## src/rtl/seg_scan_multi.sv

```systemverilog
// Multiplexed seven-segment driver: latches packed hex digits, scans them one slot at a time
// with a blank window at the start of each slot, optional leading-zero suppression and per-digit dp.
module seg_scan_multi #(
  parameter int DIGITS       = 4,
  parameter int DIV          = 50000,
  parameter int BLANK_CYCLES = 16,
  parameter int ACTIVE_LOW   = 0
) (
  input  logic                  clock,
  input  logic                  reset,
  input  logic                  LOAD,
  input  logic [4*DIGITS-1:0]   DATA,
  input  logic [DIGITS-1:0]     DP_EN,
  input  logic                  BLANK_LZ,
  output logic [DIGITS-1:0]     SCAN_OUT,
  output logic [7:0]            SEG_OUT
);

  localparam int CNT_W = (DIV > 1) ? $clog2(DIV) : 1;
  localparam int IDX_W = (DIGITS > 1) ? $clog2(DIGITS) : 1;
  localparam logic [CNT_W-1:0] CNT_LAST = CNT_W'(DIV - 1);
  localparam logic [IDX_W-1:0] IDX_LAST = IDX_W'(DIGITS - 1);
  localparam logic             INV      = (ACTIVE_LOW != 0);

  logic [4*DIGITS-1:0] r_data;
  logic [DIGITS-1:0]   r_dp;
  logic [CNT_W-1:0]    r_cnt;
  logic [IDX_W-1:0]    r_idx;
  logic [DIGITS-1:0]   r_scan;
  logic [7:0]          r_seg;

  logic [3:0]          w_nib [DIGITS];
  logic [DIGITS-1:0]   w_upper_zero;
  logic                w_in_blank;
  logic                w_lz_blank;
  logic [3:0]          w_nib_sel;
  logic [DIGITS-1:0]   w_scan_next;
  logic [7:0]          w_seg_next;

  function automatic logic [6:0] f_decode(input logic [3:0] n);
    logic [6:0] s;
    case (n)
      4'h0: s = 7'h3F;
      4'h1: s = 7'h06;
      4'h2: s = 7'h5B;
      4'h3: s = 7'h4F;
      4'h4: s = 7'h66;
      4'h5: s = 7'h6D;
      4'h6: s = 7'h7D;
      4'h7: s = 7'h07;
      4'h8: s = 7'h7F;
      4'h9: s = 7'h6F;
      4'hA: s = 7'h77;
      4'hB: s = 7'h7C;
      4'hC: s = 7'h39;
      4'hD: s = 7'h5E;
      4'hE: s = 7'h79;
      default: s = 7'h71;
    endcase
    return s;
  endfunction

  // w_upper_zero[i]: nibbles i..DIGITS-1 are all zero, i.e. digit i is a leading zero
  generate
    for (genvar gi = 0; gi < DIGITS; gi++) begin : g_nib
      assign w_nib[gi]        = r_data[4*gi +: 4];
      assign w_upper_zero[gi] = (r_data[4*DIGITS-1:4*gi] == '0);
    end
  endgenerate

  generate
    if (BLANK_CYCLES > 0) begin : g_blank
      localparam logic [CNT_W-1:0] BLANK_TH = CNT_W'(BLANK_CYCLES);
      assign w_in_blank = (r_cnt < BLANK_TH);
    end else begin : g_noblank
      assign w_in_blank = 1'b0;
    end
  endgenerate

  always_comb begin
    w_nib_sel   = w_nib[r_idx];
    w_lz_blank  = BLANK_LZ && (r_idx != '0) && w_upper_zero[r_idx];
    w_scan_next = '0;
    w_seg_next  = '0;
    if (!w_in_blank) begin
      w_scan_next = DIGITS'(1) << r_idx;
      w_seg_next  = {r_dp[r_idx], w_lz_blank ? 7'h00 : f_decode(w_nib_sel)};
    end
  end

  always_ff @(posedge clock or posedge reset) begin
    if (reset) begin
      r_data <= '0;
      r_dp   <= '0;
      r_cnt  <= '0;
      r_idx  <= '0;
      r_scan <= {DIGITS{INV}};
      r_seg  <= {8{INV}};
    end else begin
      if (LOAD) begin
        r_data <= DATA;
        r_dp   <= DP_EN;
      end
      if (r_cnt == CNT_LAST) begin
        r_cnt <= '0;
        r_idx <= (r_idx == IDX_LAST) ? '0 : r_idx + 1'b1;
      end else begin
        r_cnt <= r_cnt + 1'b1;
      end
      // Polarity is applied only at the register so both board types see identical timing
      r_scan <= w_scan_next ^ {DIGITS{INV}};
      r_seg  <= w_seg_next ^ {8{INV}};
    end
  end

  assign SCAN_OUT = r_scan;
  assign SEG_OUT  = r_seg;

endmodule

```

## config.mk

```make
export PLATFORM = sky130hd
export DESIGN_NAME = seg_scan_multi
export DESIGN_NICKNAME = d
export VERILOG_FILES = /design/src/rtl/seg_scan_multi.sv
export SDC_FILE = /design/constraint.sdc
export NUM_CORES = 1
export LEC_CHECK = 0
export CORE_ASPECT_RATIO = 1.5
export CORE_UTILIZATION = 58
export CTS_CLUSTER_DIAMETER = 80
export DETAILED_ROUTE_END_ITERATION = 8
export GPL_TIMING_DRIVEN = 0
export PLACE_DENSITY = 0.92
export SLEW_MARGIN = 40
export SYNTH_ARGS = -nofsm -noshare
export SYNTH_HDL_FRONTEND = slang
export SYNTH_SLANG_ARGS = --single-unit
```

## constraint.sdc

```tcl
create_clock -name clock -period 6.25 [get_ports clock]
set_clock_uncertainty 0.05 [all_clocks]
set_input_delay 1.875 -clock clock [delete_from_list [all_inputs] [get_ports clock]]
set_output_delay 1.875 -clock clock [all_outputs]
set_load 0.02 [all_outputs]
```

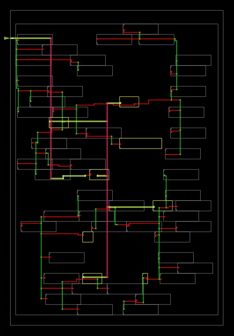
*Clock nets, run 1*
clock-net power: 0.226 mW
clock sinks: 50
Num CTS Buffers: 5
Clk Latency, worst-skew pair: 0.30 ns
clk_buf instances: 6

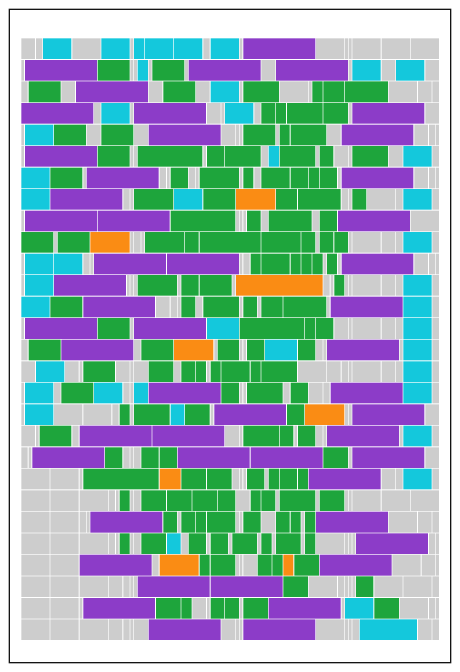
*Placed cells, one colour a class, run 1*
Fill, decap, tap and diode cells in grey.
orange -> clock drivers and dummy loads  # cells 8, share of their area 3.7%
green -> combinational and other logic  # cells 144, share of their area 40%
cyan -> remaining buffers and delay cells  # cells 43, share of their area 14%
purple -> sequential cells  # cells 50, share of their area 42%

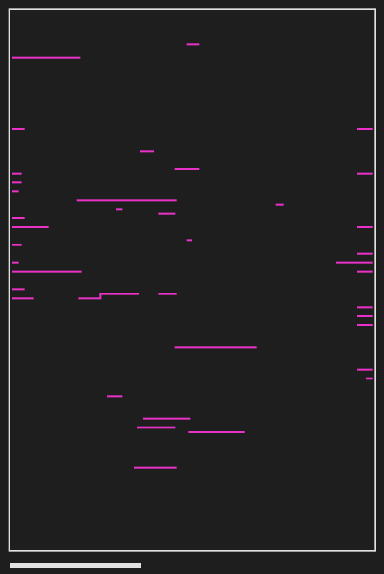
*Met3 routing, run 1*
The bar under the picture is 20 µm long.
longest straight run = 14.9 µm
nets with wire on the layer = 32
share of all routed wire = 2.9%
main direction = horizontal
wire length on this layer = 143 µm

==> results.toml, run 1 <==
# physical design summary
[run_status]
status = "complete, no violations"

[critical_path]
r2r_end = "SEG_OUT[0]"
cp-start-kind = "flip-flop"
required_ns = 4.32
crit_start = "SEG_OUT[4]"
path_cells = "clkdlybuf4s50_1"
critPathMaxFanout = 1
worstPathArrival_ns = 1.23

[cts]
cts_buffer_depth = 2

[yosys]
xor_share_pct = 4.55
yosysTopAreaCell = "dfrtp_1"
top_logic_kind = "multiplexers"
syn_inst = 202
synth-compound-area-share_pct = 7.00
ys_area_um2 = 2500
yosys_cells = 202
ys_sh_mux_pct = 17.3
synth_area_um2 = 2500

[routing]
wl_mm = 4.82
num_vias = 1730
wl_per_cell_um = 16.6
drcViolationCount = 0

[grt]
first_global_vias = 1781
gr-total-overflow = 0
antenna_found_initial = 0
use_met2_pct = 41.4
grt-busiest-layer = "met2"
use_met3_pct = 4.52

[finish]
nNetsFinal = 278

[floorplan]
die_height_um = 82.4
std_cell_rows = 28
pin_count = 36
die-area_um2 = 4580

[placement]
gp_congestion = 0.827
io_buffers = 34
dpl_cell_area_um2 = 2920

[min_path]
hold_depth = 1
hold_end = "r_cnt[0]"

[power]
power_density_nw_per_um2 = 230
pwr-share-clk_pct = 32.4
max-vdd-ir-drop_mv = 0.204
power_mw = 0.697

[final_timing]
layout_setup_ws_ns = 3.09
drv_slew = 0

[job]
drv_cap = 0
## run 1: layout by cell type, fill, tap and decap left out, drive strengths merged, types with 6 or more instances in the layout
cell / count
clkdlybuf4s50: 34
mux2i: 9
inv: 6
xor2: 7
buf: 6
clkbuf: 9
nand2: 12
ha: 10
nor2: 14
mux2: 21
nand3: 9
and2: 6
xnor2: 6
dfrtp: 50
## run 1: power groups by stage
| stage | clock [mW] | sequential, mW | combinational, mW |
|---|---|---|---|
| 2_1_floorplan | 0 | 0.370 | 0.0588 |
| 3_3_place_gp | 0 | 0.362 | 0.107 |
| 3_5_place_dp | 0 | 0.365 | 0.112 |
| 4_1_cts | 0.230 | 0.358 | 0.113 |
| 5_1_grt | 0.241 | 0.360 | 0.121 |
| 6_report | 0.226 | 0.358 | 0.113 |
## run 1: sequential cells by signal, indices dropped and copies added (netlist names)
name / count
r_cnt: 16
r_data: 16
SEG_OUT: 8
SCAN_OUT: 4
r_dp: 4
r_idx: 2
## run 1: cells by family after synthesis
group	count (synthesis)
flops	50
fa+ha+maj	10
simple gates	61
xor+xnor	13
compound gates	21
buf+inv	14
mux	33
## run 1: layer usage
layer | share of wire, % | wire length (µm)
met5 | 0 | 0
met4 | 2.9 | 140
met3 | 2.9 | 142
met2 | 53 | 2560
met1 | 41 | 1980
## run 1: area by class of cell
cell class	count	area (µm²)
flip-flops and latches	50	1250
fillers	256	998
clock buffers	6	72.6
well taps	45	56.3
plain buffers	8	48.8
repair buffers	35	360
inverters	6	25.0
multi-input cells	138	1180
clock inverters	2	37.5
## run 1: how the worst max path moves through the flow
| stage | endpoint | slack (ns) | cells past startpoint |
|---|---|---|---|
| after floorplan | SCAN_OUT[0] | 3.12 | 1 |
| after global placement | r_data[14] | 2.27 | 2 |
| after detailed placement | SEG_OUT[2] | 3.05 | 4 |
| after CTS | SEG_OUT[4] | 3.08 | 1 |
| after global routing | SEG_OUT[4] | 3.05 | 1 |
| final | SEG_OUT[4] | 3.09 | 1 |
## run 1: cells in the mapped netlist (4+ instances only)
library cell	n
dfrtp_1	50
nand3_1	8
xnor2_1	6
and2_1	6
and4_1	4
inv_1	5
ha_1	10
nor2_1	12
nor4_1	5
xor2_1	7
mux2i_2	5
mux2_2	20
nand2_1	12
a21oi_1	5
==> run 2, diff against run 1 <==
CORE_UTILIZATION = 54   (was 58)
PLACE_DENSITY = 0.87   (was 0.92)
clock period = 3.1 ns   (was 6.25 ns; I/O delays follow)
==> results.toml, run 2 <==
# physical design summary
[run_status]
status = "finished, violations left"
violations = "DRC"

[critical_path]
required_ns = 3.22
path_cells = "buf_6 > mux4_2 > inv_1 > ha_1 > clkbuf_1 > mux2i_1 > o211ai_1 > a221oi_2"

[yosys]
most_common_cell = "dfrtp_1"
syn_inst = 202
ys_area_um2 = 2500
synth_area_um2 = 2500

[routing]
num_vias = 1701
drcViolationCount = 2
wl_mm = 4.63

[final_timing]
drv_slew = 0

[cts]
cts_buffer_depth = 2
cts.sinks = 50

[floorplan]
die_height_um = 85.4
pin_count = 36
die-area_um2 = 4910
std_cell_rows = 30

[power]
max-vdd-ir-drop_mv = 0.311

[job]
drv_cap = 0
[run 2: cell counts after synthesis]
No cell type changed its count.
[run 2: metal layers]
layer	global-route usage, %	routed length, µm
met1	24.1	1800
met2	37.4	2530
met3	4.42	167
met5	0	0
met4	10.4	123
[run 2: worst paths after layout]
kind	to	slack, ns	depth (start not counted)	from
hold reg to reg	r_cnt[0]	0.41	1	r_cnt[0]
setup reg to reg	SEG_OUT[0]	0.71	8	r_idx[0]
max in group asynchronous	r_idx[0]	1.73	3	reset
hold / removal	r_cnt[0]	0.41	1	r_cnt[0]
min in group asynchronous	r_data[5]	0.84	2	reset
setup / recovery	SEG_OUT[0]	0.71	8	r_idx[0]
[run 2: layout make-up]
cell class	count	area, µm²
fillers	328	1450
flip-flops and latches	50	1250
multi-input cells	138	1180
repair buffers	35	360
clock buffers	6	82.6
well taps	48	60.1
plain buffers	8	48.8
inverters	6	25.0
clock inverters	2	12.5
[run 2: logic make-up (layout without fill, tap and decap cells)]
logic type,count (synthesis),after routing,synth area share [%]
simple gates,61,61,13.3
flops,50,50,50.0
mux,33,33,17.3
compound gates,21,21,7.00
buf+inv,14,57,2.85
xor+xnor,13,13,4.55
fa+ha+maj,10,10,5.00
[run 2: report_power, final]
part | switching, mW | total, mW | internal, mW
logic | 0.106 | 0.225 | 0.119
clock network | 0.212 | 0.392 | 0.180
registers | 0.0280 | 0.722 | 0.694
[run 2: metrics by stage]
stage	hold WS [ns]	power, mW	util (%)	setup WS [ns]	instance area [µm²]
2_1_floorplan	0.375	0.865	-	0.919	2500
3_3_place_gp	0.387	0.946	65.0	0.0422	2900
3_5_place_dp	0.405	0.959	65.5	0.739	2920
4_1_cts	0.415	1.35	67.6	0.724	3020
5_1_grt	0.440	1.39	67.6	0.647	3020
6_report	0.413	1.34	67.6	0.712	3020
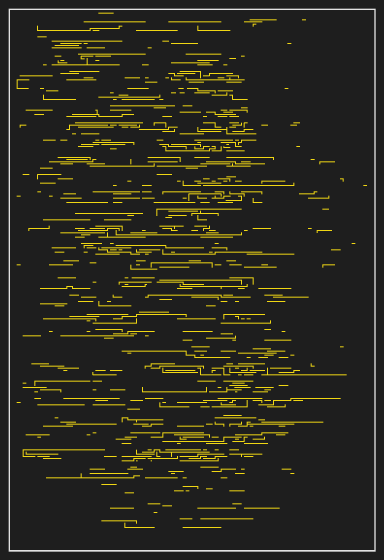
*Signal wires on met1, run 2*
longest straight run = 19.8 µm
nets with wire on the layer = 234
main direction = horizontal
wire length on this layer = 1800 µm
share of all routed wire = 39%

No activity file was given, so power comes from the tool's default toggle rates.
